[src/rtl/uart_tx_multibyte.sv]
// Purpose : UART transmitter that serialises a NUM_BYTES-character word as back-to-back
//           start/data/(parity)/stop frames, most-significant character first, LSB first per character.
// Latency : first start-bit cycle on tx is the cycle after the load edge; done pulses one cycle after the last stop bit.
// Backpressure: in_ready is high only in IDLE; in_valid while busy is ignored and the word in flight is untouched.
//
// Ports:
//   clk       system clock, rising edge
//   rst       asynchronous active-high reset (async assert, sync release expected from outside)
//   in_valid  word on data_in is valid
//   in_ready  block can accept a word (IDLE)
//   data_in   NUM_BYTES*DATA_BITS word, character [W-1 -: DATA_BITS] sent first
//   tx        serial line, idle high
//   busy      high from the cycle after load until the last stop bit completes
//   done      one-cycle pulse after the final stop bit of the word

module uart_tx_multibyte #(
    parameter int CLK_FREQ   = 12000000,
    parameter int BAUD       = 115200,
    parameter int NUM_BYTES  = 4,
    parameter int DATA_BITS  = 8,
    parameter int PARITY_EN  = 0,
    parameter int PARITY_ODD = 0,
    parameter int STOP_BITS  = 1
) (
    input  logic                           clk,
    input  logic                           rst,
    input  logic                           in_valid,
    output logic                           in_ready,
    input  logic [NUM_BYTES*DATA_BITS-1:0] data_in,
    output logic                           tx,
    output logic                           busy,
    output logic                           done
);

    // ------------------------------------------------------------------
    // Derived constants
    // ------------------------------------------------------------------
    localparam int CLKS_PER_BIT = (CLK_FREQ + BAUD / 2) / BAUD;
    localparam int WORD_W       = NUM_BYTES * DATA_BITS;

    localparam int BAUD_W = (CLKS_PER_BIT > 1) ? $clog2(CLKS_PER_BIT) : 1;
    localparam int BIT_W  = (DATA_BITS > 1)    ? $clog2(DATA_BITS)    : 1;
    localparam int CHAR_W = (NUM_BYTES > 1)    ? $clog2(NUM_BYTES)    : 1;

    localparam logic [BAUD_W-1:0] BAUD_LAST = BAUD_W'(CLKS_PER_BIT - 1);
    localparam logic [BIT_W-1:0]  BIT_LAST  = BIT_W'(DATA_BITS - 1);
    localparam logic [CHAR_W-1:0] CHAR_LAST = CHAR_W'(NUM_BYTES - 1);
    localparam logic              STOP_LAST = (STOP_BITS == 2);

    localparam logic HAS_PARITY = (PARITY_EN != 0);
    localparam logic ODD_PARITY = (PARITY_ODD != 0);

    // ------------------------------------------------------------------
    // Elaboration-time parameter sanity checks
    // ------------------------------------------------------------------
    generate
        if (CLKS_PER_BIT < 2) begin : g_bad_baud
            $error("uart_tx_multibyte: CLKS_PER_BIT must be >= 2");
        end
        if (NUM_BYTES < 1) begin : g_bad_bytes
            $error("uart_tx_multibyte: NUM_BYTES must be >= 1");
        end
        if (DATA_BITS < 5 || DATA_BITS > 8) begin : g_bad_bits
            $error("uart_tx_multibyte: DATA_BITS must be 5..8");
        end
        if (STOP_BITS != 1 && STOP_BITS != 2) begin : g_bad_stop
            $error("uart_tx_multibyte: STOP_BITS must be 1 or 2");
        end
    endgenerate

    // ------------------------------------------------------------------
    // State and datapath registers
    // ------------------------------------------------------------------
    typedef enum logic [2:0] {
        S_IDLE   = 3'd0,
        S_START  = 3'd1,
        S_DATA   = 3'd2,
        S_PARITY = 3'd3,
        S_STOP   = 3'd4
    } state_t;

    state_t              state;
    state_t              state_nxt;

    logic [BAUD_W-1:0]   baud_cnt;   // cycle within the current bit period
    logic [BIT_W-1:0]    bit_cnt;    // data bit index within the character
    logic                stop_cnt;   // stop bit index (only reaches 1 with two stop bits)
    logic [CHAR_W-1:0]   char_cnt;   // character index within the word
    logic [WORD_W-1:0]   word_q;     // current character always sits in the top DATA_BITS
    logic                done_q;

    logic                baud_last;
    logic                bit_last;
    logic                stop_last;
    logic                char_last;
    logic                load;
    logic                char_end;

    logic [DATA_BITS-1:0] cur_char;
    logic                 parity_bit;

    assign baud_last = (baud_cnt == BAUD_LAST);
    assign bit_last  = (bit_cnt  == BIT_LAST);
    assign stop_last = (stop_cnt == STOP_LAST);
    assign char_last = (char_cnt == CHAR_LAST);

    assign load      = in_valid && (state == S_IDLE);

    // Last cycle of the last stop bit of a character.
    assign char_end  = (state == S_STOP) && baud_last && stop_last;

    assign cur_char   = word_q[WORD_W-1 -: DATA_BITS];
    assign parity_bit = (^cur_char) ^ ODD_PARITY;

    // ------------------------------------------------------------------
    // FSM: state register
    // ------------------------------------------------------------------
    always_ff @(posedge clk or posedge rst) begin
        if (rst) begin
            state <= S_IDLE;
        end else begin
            state <= state_nxt;
        end
    end

    // ------------------------------------------------------------------
    // FSM: next-state logic
    // ------------------------------------------------------------------
    always_comb begin
        state_nxt = state;
        case (state)
            S_IDLE: begin
                if (in_valid) begin
                    state_nxt = S_START;
                end
            end
            S_START: begin
                if (baud_last) begin
                    state_nxt = S_DATA;
                end
            end
            S_DATA: begin
                if (baud_last && bit_last) begin
                    state_nxt = HAS_PARITY ? S_PARITY : S_STOP;
                end
            end
            S_PARITY: begin
                if (baud_last) begin
                    state_nxt = S_STOP;
                end
            end
            S_STOP: begin
                if (char_end) begin
                    state_nxt = char_last ? S_IDLE : S_START;
                end
            end
            default: state_nxt = S_IDLE;
        endcase
    end

    // ------------------------------------------------------------------
    // FSM: outputs
    // tx is decoded from registered state so an async reset forces the
    // line high in the same cycle without waiting for a clock edge.
    // ------------------------------------------------------------------
    always_comb begin
        tx       = 1'b1;
        in_ready = 1'b0;
        busy     = 1'b1;
        case (state)
            S_IDLE: begin
                in_ready = 1'b1;
                busy     = 1'b0;
            end
            S_START:  tx = 1'b0;
            S_DATA:   tx = cur_char[bit_cnt];
            S_PARITY: tx = parity_bit;
            S_STOP:   tx = 1'b1;
            default: begin
                tx   = 1'b1;
                busy = 1'b0;
            end
        endcase
    end

    assign done = done_q;

    // ------------------------------------------------------------------
    // Counters, shift register and done pulse
    // ------------------------------------------------------------------
    always_ff @(posedge clk or posedge rst) begin
        if (rst) begin
            baud_cnt <= '0;
            bit_cnt  <= '0;
            stop_cnt <= 1'b0;
            char_cnt <= '0;
            word_q   <= '0;
            done_q   <= 1'b0;
        end else begin
            // Done fires in the IDLE cycle that follows the final stop bit.
            done_q <= (state == S_STOP) && (state_nxt == S_IDLE);

            // Baud counter restarts on every state change and on every bit
            // boundary inside multi-bit states (DATA, two-bit STOP).
            if ((state_nxt != state) || baud_last) begin
                baud_cnt <= '0;
            end else if (state != S_IDLE) begin
                baud_cnt <= baud_cnt + 1'b1;
            end

            if (state != S_DATA) begin
                bit_cnt <= '0;
            end else if (baud_last) begin
                bit_cnt <= bit_last ? '0 : bit_cnt + 1'b1;
            end

            if (state != S_STOP) begin
                stop_cnt <= 1'b0;
            end else if (baud_last) begin
                stop_cnt <= stop_last ? 1'b0 : 1'b1;
            end

            if (state == S_IDLE) begin
                char_cnt <= '0;
            end else if (char_end && !char_last) begin
                char_cnt <= char_cnt + 1'b1;
            end

            // Load only in IDLE; afterwards data_in is ignored. Each finished
            // character is shifted out of the top so the next one is in place
            // for its start bit.
            if (load) begin
                word_q <= data_in;
            end else if (char_end && !char_last) begin
                word_q <= word_q << DATA_BITS;
            end
        end
    end

endmodule
[config.mk]
export PLATFORM = sky130hd
export DESIGN_NAME = uart_tx_multibyte
export DESIGN_NICKNAME = d
export VERILOG_FILES = /design/src/rtl/uart_tx_multibyte.sv
export SDC_FILE = /design/constraint.sdc
export NUM_CORES = 1
export LEC_CHECK = 0
export CELL_PAD_IN_SITES_DETAIL_PLACEMENT = 2
export CELL_PAD_IN_SITES_GLOBAL_PLACEMENT = 2
export CORE_MARGIN = 3
export CORE_UTILIZATION = 37
export DETAILED_ROUTE_END_ITERATION = 10
export PLACE_DENSITY_LB_ADDON = 0.1
export SYNTH_ARGS = -nofsm -noshare
export SYNTH_HDL_FRONTEND = slang
export SYNTH_SLANG_ARGS = --single-unit
[constraint.sdc]
create_clock -name clk -period 5.4 [get_ports clk]
set_clock_uncertainty 0.15 [all_clocks]
set_input_delay 1.08 -clock clk [delete_from_list [all_inputs] [get_ports clk]]
set_output_delay 1.08 -clock clk [all_outputs]
set_load 0.02 [all_outputs]
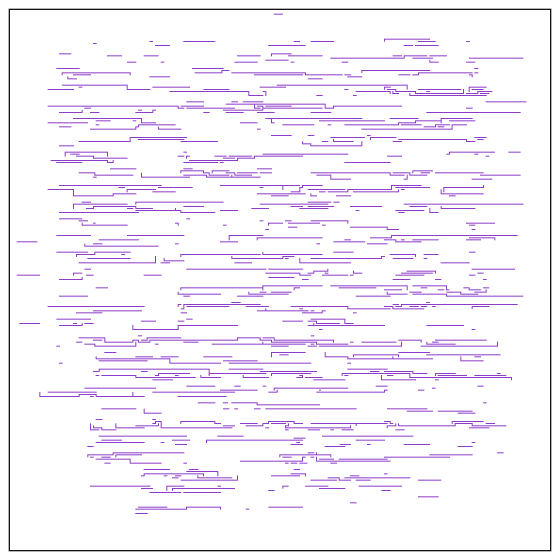
*M1 wires*
longest straight run = 21.2 microns
main direction = horizontal
wire length on this layer = 2,910 microns
nets with wire on the layer = 259

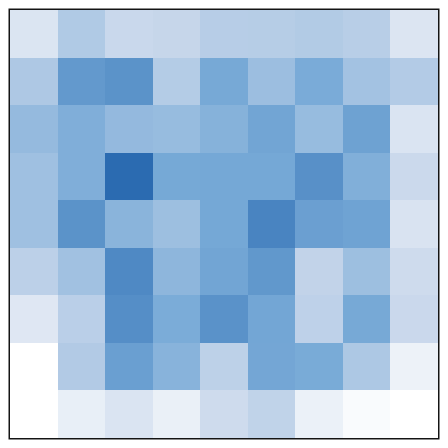
*Cell area per tile*
The die is cut into 9 by 9 equal tiles; white is low, dark blue is high, 0 to 100% covered.
mean over tiles = 37%
nearly empty tiles = 3.7%
fullest tile = 76%
tiles over 75% full = 1.2%

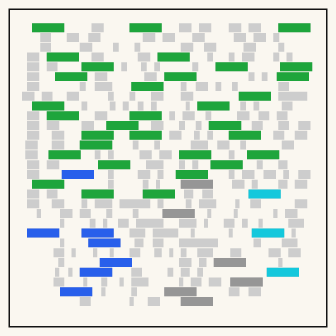
*Register map, names as in the netlist*
baud_cnt -> blue  # placed flops 7, where lower left
bit_cnt -> cyan  # placed flops 3
word_q -> green  # placed flops 32

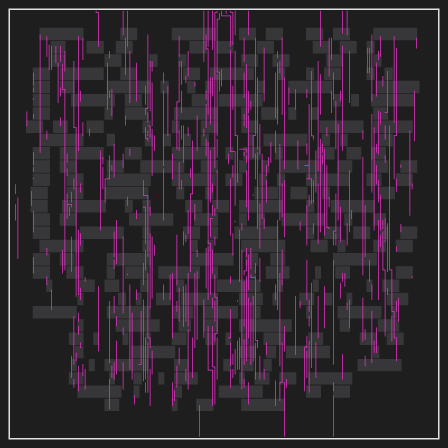
*M2 wires*
share of all routed wire = 48%
wire length on this layer = 2,880 microns

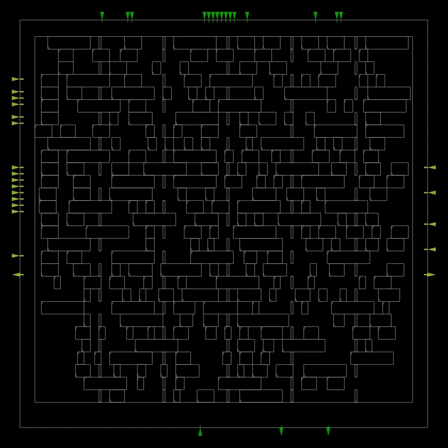
*Cell outlines without signal wires*
Cell Rows: 29
Seq area share: 40.5%
flop count: 48
filler instances: 679
Post-Route Utilization: 46.2%

==> results_slide.txt <==
Implementation Results

Worst setup path
  – R2R Path End: word_q[4]$_DFFE_PP0P_
  – R2R setup slack: roughly 3000 ps
  – Crit path capture: tx
  – Crit-path cells: mux4_2 -> o211ai_1 -> o221ai_1 -> clkdlybuf4s50_1
  – Reg2reg path depth: 4
  – WP data arrival: 2260 ps
  – CP Capture Type: output port
  – CP max stage cell: clkdlybuf4s50_1
  – Worst Setup SP: bit_cnt[1]$_DFFE_PP0P_
  – Crit start category: flip-flop
  – Worst Path Max Fanout: 5
  – Req. time, crit path: around 4200 ps
  – R2R Path Start: state[2]$_DFF_PP0_

Clocking
  – Clk buf depth: 2
  – Root Buffer: clkbuf_8
  – H-tree depth: 2
  – Latency at later pin: 300 ps
  – Resize count post-CTS: 0
  – # clock sinks: 48
  – CTS hold repair buffers: 0
  – Total setup buffers inserted after CTS: 0
  – CTS tree: built
  – Reg clk slew, reported paths: 90 ps
  – Cts bufs inserted: 5

Die
  – Overall die width: 87.9 microns
  – Die area: between 7000 and 8000 sq um
  – Placeable Area: 6420 sq um
  – Pre-Place Util: approximately two fifths
  – Die height: ~88 microns
  – # Taps: between 70 and 80
  – Num ports: 39

Yosys
  – Synth top cell by count: dfrtp_1
  – Top post-synthesis cells by count: 48 x dfrtp_1, 30 x mux2i_1, 29 x o21ai_0, 24 x o21ai_1, 16 x nor2_1
  – Seq share, synth: 48.4%
  – Registers, synthesis: 48
  – Cell Type Count: 37
  – Asr flop ratio synth: 100%
  – # Cells Yosys: 225
  – Biggest area cells: dfrtp_1 48%, mux2i_1 12%, o21ai_0 5.8%
  – Syn Area/Cell: 11.0 sq um
  – Yosys Chip Area: ~2500 sq um
  – EDFF count, synth: 0
  – Mapped Area: 2480 sq um
  – Synthesized instance count: 225
  – Top cell area share: 48.4%

Drt
  – Antenna Violating Nets Remaining: 0
  – DRT met1 WL: 2910 microns
  – Initial DRC Count: between 90 and 100
  – Via count: 1,846
  – Top layer in use: met4
  – Drt via density: 5.51
  – # DRC: 0
  – Pre-antenna DRT Iters: 4
  – Avg WL per Cell: approximately 18 microns
  – Met2 wire length: 2880 microns
  – Met3 routed WL: 188 microns

STA
  – Slew Limit Fails: 0
  – Finish-stage setup viols: 0
  – Hold Vio Cnt, Final: 0
  – RSZ-0062 raised after global routing: no
  – FMAX: about 290 MHz
  – Worst-margin pin slew: 1020 ps
  – Setup tns final: 0 ps
  – Final Cycle Share: 64.6%
  – Worst relative slew slack: 31.7%
  – Worst-case hold slack: 362 ps

Global route
  – Total GRT Usage: 16.8%
  – Grt total ovfl: 0
  – Met3 GRT Util: 3.57%
  – Most Crowded Layer GR: met2
  – Initial antenna violation count: 0
  – Largest net degree at the start of global routing: between 40 and 50
  – GRT met2 Usage: 27.7%
  – Vias in the first global route: roughly 2,000
  – Met1 Usage GRT: a little under a quarter
  – First-pass GRT wire length: 10,100 microns

Job
  – Tool warnings: 26

Cells and area
  – Clock-cell share: 3.63%
  – Leading cell kind: flip-flops and latches
  – Syn-to-layout area delta: 19.6%
  – Sequential cell area: approximately 1200 sq um
  – Clock buffers: 6
  – Inverter count: 2
  – Comb. cell area: 1170 sq um
  – Final #Nets: 296
  – Logic share of the area: 39.6%
  – Combinational Gates: 162
  – Layout Cells excl Fill: 335
  – Dominant logic cell type in the layout: dfrtp_1
  – Final Cell Area: 2970 sq um
  – Biggest register: word_q
  – N_diodes: 0
  – Max reg flops: 32
  – Top cells excl fill/tap: 48 x dfrtp_1, 38 x clkdlybuf4s50_1, 30 x mux2i_1
  – Non-clock buffering overhead: between 10 and 15%

Placed design
  – Worst slack, placed: around 2200 ps
  – Gpl congestion: ~0.7
  – Placed cell areas: 2860 sq um
  – Placed Cells incl. Taps: 327
  – Port bufs: 38

Hold path
  – Hold_sp: word_q[5]$_DFFE_PP0P_
  – Cell depth of the worst min-delay path: 1
  – Worst Hold Class: flip-flop to flip-flop

Power and ir drop
  – Maximum VDD drop: about 0.17 mV
  – PnR Total Power: approximately 1.3 mW
  – Pleak: 1.21 nW
  – Pwr dens: approximately 430 nW/um^2

Outcome
  – Outcome: complete, no violations
## critical path, delay by kind of cell, from the launching register on
kind / cells / cell delay (ps)
AOI/OAI and AO/OA: 2 / 350
buffers and inverters: 1 / 560
DFF: 1 / 490
muxes: 1 / 550
## cells by family after synthesis
| group | after synthesis | share of synthesized area, % |
|---|---|---|
| XOR/XNOR | 14 | 4.94 |
| AND-OR/OR-AND | 71 | 17.2 |
| flip-flops | 48 | 48.4 |
| AND/OR/NAND/NOR | 42 | 10.1 |
| multiplexers | 31 | 13.0 |
| adder cells (fa/ha/maj) | 4 | 2.02 |
| buffers and inverters | 15 | 4.24 |
## where the power goes
part	switching [mW]	internal (mW)	total, mW
clock network	0.124	0.138	0.262
registers	0.103	0.475	0.578
logic	0.215	0.215	0.430
Power figures rest on the tool's default switching activity, not on a simulated workload.
